===== src/rtl/uart_pkg.sv =====
// uart_pkg -- definitions shared by the UART receive and transmit ends.
//   uart_state_e     : receiver FSM state encoding
//   UART_DATA_BITS   : data bits per frame
//   even_parity()    : parity bit that makes the data plus parity bit even
package uart_pkg;

  localparam int UART_DATA_BITS = 8;

  typedef enum logic [2:0] {
    ST_IDLE,
    ST_START,
    ST_DATA,
    ST_PARITY,
    ST_STOP,
    ST_BREAK
  } uart_state_e;

  function automatic logic even_parity(input logic [UART_DATA_BITS-1:0] d);
    return ^d;
  endfunction

endpackage


===== src/rtl/uart_rx_sync.sv =====
// uart_rx_sync -- two-flop synchroniser for the asynchronous serial line.
// The output resets to 1 so that reset does not look like a start bit.
// Ports:
//   clk   : system clock
//   reset : asynchronous active-high reset
//   d_i   : asynchronous input
//   q_o   : synchronised output
module uart_rx_sync (
  input  logic clk,
  input  logic reset,
  input  logic d_i,
  output logic q_o
);

  logic [1:0] sync_q;

  always_ff @(posedge clk or posedge reset) begin
    if (reset) sync_q <= 2'b11;
    else       sync_q <= {sync_q[0], d_i};
  end

  assign q_o = sync_q[1];

endmodule


===== src/rtl/uart_rx.sv =====
// uart_rx -- UART receiver: start bit, 8 data bits LSB first, optional even
// parity bit, one stop bit. Bits are sampled mid-bit using a clock-counted
// baud interval of CLKS_PER_BIT cycles (even, >= 4).
// Build option: define UART_RX_PARITY_EN to include and check the parity bit;
// otherwise the frame is 10 bits and parity_error is tied to 0.
// Ports:
//   clk          : system clock, rising edge
//   reset        : asynchronous active-high reset
//   rx           : serial input, idle high, asynchronous
//   data_out     : last received byte
//   data_valid   : one-cycle strobe when data_out/flags update
//   parity_error : parity mismatch on the last frame
//   frame_error  : stop bit sampled low on the last frame
//   rx_busy      : frame in progress
module uart_rx
  import uart_pkg::*;
#(
  parameter int CLKS_PER_BIT = 16
) (
  input  logic       clk,
  input  logic       reset,
  input  logic       rx,
  output logic [7:0] data_out,
  output logic       data_valid,
  output logic       parity_error,
  output logic       frame_error,
  output logic       rx_busy
);

  localparam int CW = $clog2(CLKS_PER_BIT);
  localparam int BW = $clog2(UART_DATA_BITS);
  localparam logic [CW-1:0] HALF_CNT = CW'(CLKS_PER_BIT / 2 - 1);
  localparam logic [CW-1:0] FULL_CNT = CW'(CLKS_PER_BIT - 1);
  localparam logic [BW-1:0] LAST_BIT = BW'(UART_DATA_BITS - 1);

  uart_state_e               state_q;
  logic [CW-1:0]             cnt_q, cnt_d;
  logic [BW-1:0]             bit_q;
  logic [UART_DATA_BITS-1:0] shift_q, shift_d;
  logic [7:0]                data_q;
  logic                      dv_q;
  logic                      ferr_q;
  logic                      rx_s;
  logic                      data_sample;

  uart_rx_sync u_sync (
    .clk   (clk),
    .reset (reset),
    .d_i   (rx),
    .q_o   (rx_s)
  );

  assign cnt_d       = cnt_q + CW'(1);
  assign data_sample = (state_q == ST_DATA) && (cnt_q == FULL_CNT);
  assign shift_d     = {rx_s, shift_q[UART_DATA_BITS-1:1]};

  // Shift register is pure data: no reset, loaded only at data sample points.
  always_ff @(posedge clk) begin
    if (data_sample) shift_q <= shift_d;
  end

`ifdef UART_RX_PARITY_EN
  logic perr_q;
  logic perr_pend_q;
`endif

  always_ff @(posedge clk or posedge reset) begin
    if (reset) begin
      state_q <= ST_IDLE;
      cnt_q   <= '0;
      bit_q   <= '0;
      data_q  <= '0;
      dv_q    <= 1'b0;
      ferr_q  <= 1'b0;
`ifdef UART_RX_PARITY_EN
      perr_q      <= 1'b0;
      perr_pend_q <= 1'b0;
`endif
    end else begin
      dv_q <= 1'b0;
      case (state_q)
        ST_IDLE: begin
          cnt_q <= '0;
          bit_q <= '0;
          if (!rx_s) state_q <= ST_START;
        end
        // Half-bit wait re-checks the start bit; a high sample is a glitch.
        ST_START: begin
          if (cnt_q == HALF_CNT) begin
            cnt_q   <= '0;
            state_q <= rx_s ? ST_IDLE : ST_DATA;
          end else begin
            cnt_q <= cnt_d;
          end
        end
        ST_DATA: begin
          if (cnt_q == FULL_CNT) begin
            cnt_q <= '0;
            bit_q <= bit_q + BW'(1);
`ifdef UART_RX_PARITY_EN
            if (bit_q == LAST_BIT) state_q <= ST_PARITY;
`else
            if (bit_q == LAST_BIT) state_q <= ST_STOP;
`endif
          end else begin
            cnt_q <= cnt_d;
          end
        end
`ifdef UART_RX_PARITY_EN
        ST_PARITY: begin
          if (cnt_q == FULL_CNT) begin
            cnt_q       <= '0;
            perr_pend_q <= (rx_s != even_parity(shift_q));
            state_q     <= ST_STOP;
          end else begin
            cnt_q <= cnt_d;
          end
        end
`endif
        // Outputs load at the stop sample, so the strobe cycle is already
        // IDLE and a start bit right after the stop bit is not missed.
        ST_STOP: begin
          if (cnt_q == FULL_CNT) begin
            cnt_q   <= '0;
            data_q  <= shift_q;
            dv_q    <= 1'b1;
            ferr_q  <= ~rx_s;
`ifdef UART_RX_PARITY_EN
            perr_q  <= perr_pend_q;
`endif
            state_q <= rx_s ? ST_IDLE : ST_BREAK;
          end else begin
            cnt_q <= cnt_d;
          end
        end
        // Line held low past the stop bit: wait for it to return high.
        ST_BREAK: begin
          if (rx_s) state_q <= ST_IDLE;
        end
        default: state_q <= ST_IDLE;
      endcase
    end
  end

  assign data_out    = data_q;
  assign data_valid  = dv_q;
  assign frame_error = ferr_q;
  assign rx_busy     = (state_q != ST_IDLE);
`ifdef UART_RX_PARITY_EN
  assign parity_error = perr_q;
`else
  assign parity_error = 1'b0;
`endif

endmodule


===== config.mk =====
export PLATFORM = sky130hd
export DESIGN_NAME = uart_rx
export DESIGN_NICKNAME = d
export VERILOG_FILES = /design/src/rtl/uart_pkg.sv /design/src/rtl/uart_rx_sync.sv /design/src/rtl/uart_rx.sv
export SDC_FILE = /design/constraint.sdc
export NUM_CORES = 1
export LEC_CHECK = 0
export CAP_MARGIN = 15
export CORE_MARGIN = 4
export CORE_UTILIZATION = 58
export CTS_BUF_LIST = sky130_fd_sc_hd__clkbuf_8 sky130_fd_sc_hd__clkbuf_16
export DETAILED_ROUTE_END_ITERATION = 10
export PLACE_DENSITY = 0.81
export SLEW_MARGIN = 10
export SYNTH_ARGS = -nofsm -noshare
export SYNTH_HDL_FRONTEND = slang
export SYNTH_SLANG_ARGS = --single-unit

===== constraint.sdc =====
create_clock -name clk -period 3.6 [get_ports clk]
set_input_delay 0.54 -clock clk [delete_from_list [all_inputs] [get_ports clk]]
set_output_delay 0.54 -clock clk [all_outputs]
set_load 0.05 [all_outputs]

**Run 1: metal layers overlaid**

(4 px per um) Two of the layers only.
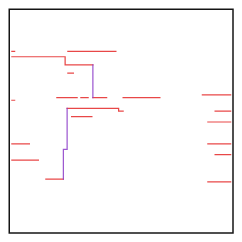
colour	layer	wire length
purple	M4	26.8 um
red	M3	124 um
total number of vias: 804
WL per Instance: 15.4 um
overall routed net length: 2.21 mm
Tot GR Track Use: 0.157

**Run 1: routed clock nets over the placement**

(8 px per um)
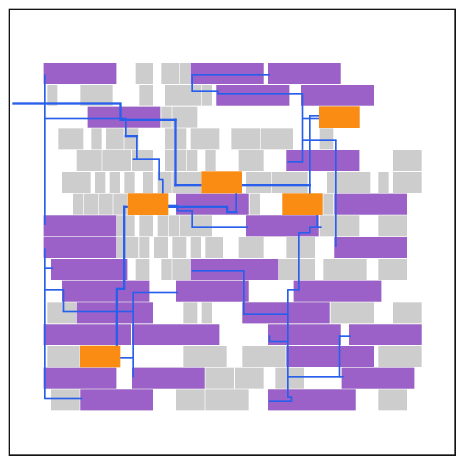
[blue] clock wires | length: 344 um
[purple] flip-flops | count: 30
[orange] clock-net drivers | count: 5
routed clock nets	6
Clock power frac: 0.327
largest clock skew in the final design: 0.00268 ns
power consumed by the clock network: 0.000274 W

==> flow_summary_export.csv, run 1 <==
group,metric,value,unit
finish,clock_buffer_count,6,
floorplanning,fp-row-count,16,
pwr,power.largest_group,"sequential cells",
global_routing,met1_usage,0.211,
floorplanning,floorplanUtilization,0.636,
finish,logic_area,469,um^2
pwr,power.ir.vdd_worst,0.000450,V
finish,final_cell_area,0.00154,mm^2
sta,finalCritPeriodShare,0.679,
pwr,pwr.group.sequential,0.000413,W
critical_path,critPathRequiredTime,3.06,ns
yosys,ys_async_rst_share,0.733,
sta,timing.final.setup_violations,0,
yosys,largest_area_cell,"dfrtp_1",
finish,finalNetCount,122,
critical_path,buffers_plus_inverters_on_the_worst_setup_path,1,
clock_network,cts_resized,0,
finish,sequential_cell_area,793,um^2
pwr,intPower,0.000592,W
finish,area_growth_synth_to_finish,17.2,%
yosys,common_cells,"20 x dfrtp_1, 10 x nand2_1, 8 x edfxtp_1",
global_routing,grt_use_met2,0.228,
min_path,timing.hold.worst.start,"u_sync.sync_q[0]$_DFF_PP1_",
drt,detail_route.drc_violations,0,
critical_path,worst_path_max_delay_cell,"clkdlybuf4s50_1",
run_status,outcome,"completed",
sta,timing.final.ws_setup,1.16,ns
sta,finalSetupTns,0,ns
clock_network,clock_tree_from_tritoncts,"done",
placed_design,detailed_place.area,0.00144,mm^2
clock_network,cts_num_sinks,30,
min_path,hold_depth,0,
sta,hold_viol_final,0,
sta,grt_setup_unrepaired,"no",
yosys,yosysMostFrequentCell,"dfrtp_1",
critical_path,critical_path.reg2reg.startpoint,"cnt_q[1]$_DFFE_PP0P_",
critical_path,crit_fanout,13,
drt,detail_route.iter0.violations,33,
critical_path,regToRegEndpoint,"data_out[6]$_DFFE_PP0P_",
floorplanning,ios,15,
flow_run,drv.max_cap_violation_count,0,
finish,layout.clock.cell_area_share,0.0619,
drt,top_layer,"met4",
floorplanning,chipArea,0.00309,mm^2
critical_path,worst-r2r-setup-slack,1.79,ns
critical_path,arrival,1.90,ns
clock_network,clkTransAtPathRegs,0.06,ns
**Run 1: gate-type map**

(6 px per um)
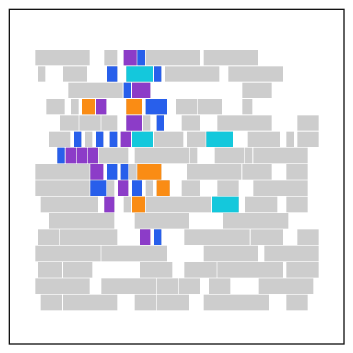
colour	family	cells
cyan	fa/ha/maj cells	4
orange	and/or cells	5
blue	nand cells	15
purple	aoi and oai cells	12
top logic cell by instance count in the layout: dfrtp_1
final non-filler cell total: 144

**Run 1: I/O pins on the die edge**

(6 px per um) Pins as bars across the die edge, other pins in grey.
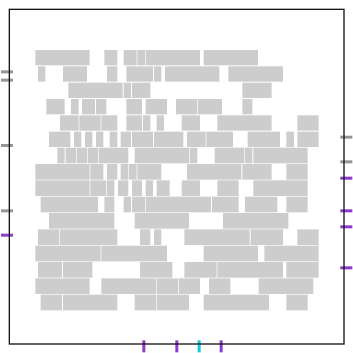

==> run 2, diff against run 1 <==
CORE_UTILIZATION = 54   (was 58)
PLACE_DENSITY = 0.76   (was 0.81)
clock period = 2.4 ns   (was 3.6 ns; I/O delays follow)
**Run 2: I/O pins on the die edge**

(6 px per um) Pins as bars across the die edge, other pins in grey.
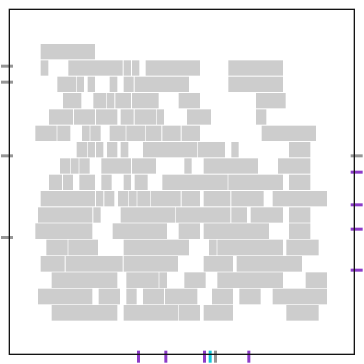
colour	port	pins	direction	edge
purple	`data_out`	8	output	4 east, 4 south
cyan	`frame_error`	1	output	south
all pins by edge	6 south, 5 east, 4 west
number of port buffers: 13
die boundary height: 57.3 um
die span in x: 57.3 um

**Run 2: metal layers overlaid**

(4 px per um) Two of the layers only.
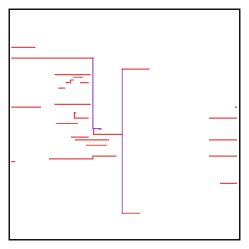
colour	layer	wire length
red	M3	148 um
purple	M4	55.6 um
Tot GR Track Use: 0.168
WL per Instance: 15.8 um
overall routed net length: 2.31 mm
total number of vias: 845

==> run 2 against run 1 <==
Against the previous run: sequential share of layout area shrank 0.29 points; via count grew 5.1%; cell area grew 0.57%; cell count grew 1.4%; setup slack lost 1.0 ns; sequential cell count is the same; core utilization shrank 6.0 points.
==> flow_summary_export.csv, run 2 <==
group,metric,value,unit
run_status,outcome,"completed",
clock_network,cts_resized,0,
floorplanning,fp-row-count,17,
pwr,power.largest_group,"sequential cells",
critical_path,arrival,1.90,ns
finish,final_non_filler_cell_total,146,
sta,finalCritPeriodShare,0.943,
finish,layout.clock.cell_area_share,0.0615,
clock_network,clock_tree_from_tritoncts,"done",
pwr,intPower,0.000887,W
finish,sequential_cell_area,793,um^2
sta,timing.final.setup_violations,0,
floorplanning,floorplanUtilization,0.582,
critical_path,worst_path_max_delay_cell,"clkdlybuf4s50_1",
pwr,clockPowerShare,0.331,
drt,detail_route.iter0.violations,31,
yosys,yosysMostFrequentCell,"dfrtp_1",
flow_run,drv.max_cap_violation_count,0,
yosys,common_cells,"20 x dfrtp_1, 10 x nand2_1, 8 x edfxtp_1",
finish,logic_area,469,um^2
sta,timing.final.ws_setup,0.136,ns
global_routing,grt_use_met2,0.268,
placed_design,detailed_place.area,0.00145,mm^2
floorplanning,chipArea,0.00328,mm^2
yosys,ys_async_rst_share,0.733,
pwr,power.ir.vdd_worst,0.000577,V
global_routing,met1_usage,0.194,
finish,clock_buffer_count,6,
pwr,power_consumed_by_the_clock_network,0.000418,W
finish,area_growth_synth_to_finish,17.8,%
critical_path,buffers_plus_inverters_on_the_worst_setup_path,1,
sta,fin_worst_skew,0.00102,ns
drt,detail_route.drc_violations,0,
yosys,largest_area_cell,"dfrtp_1",
sta,finalSetupTns,0,ns
critical_path,worst-r2r-setup-slack,0.57,ns
Power is estimated from default activity; no workload was simulated.
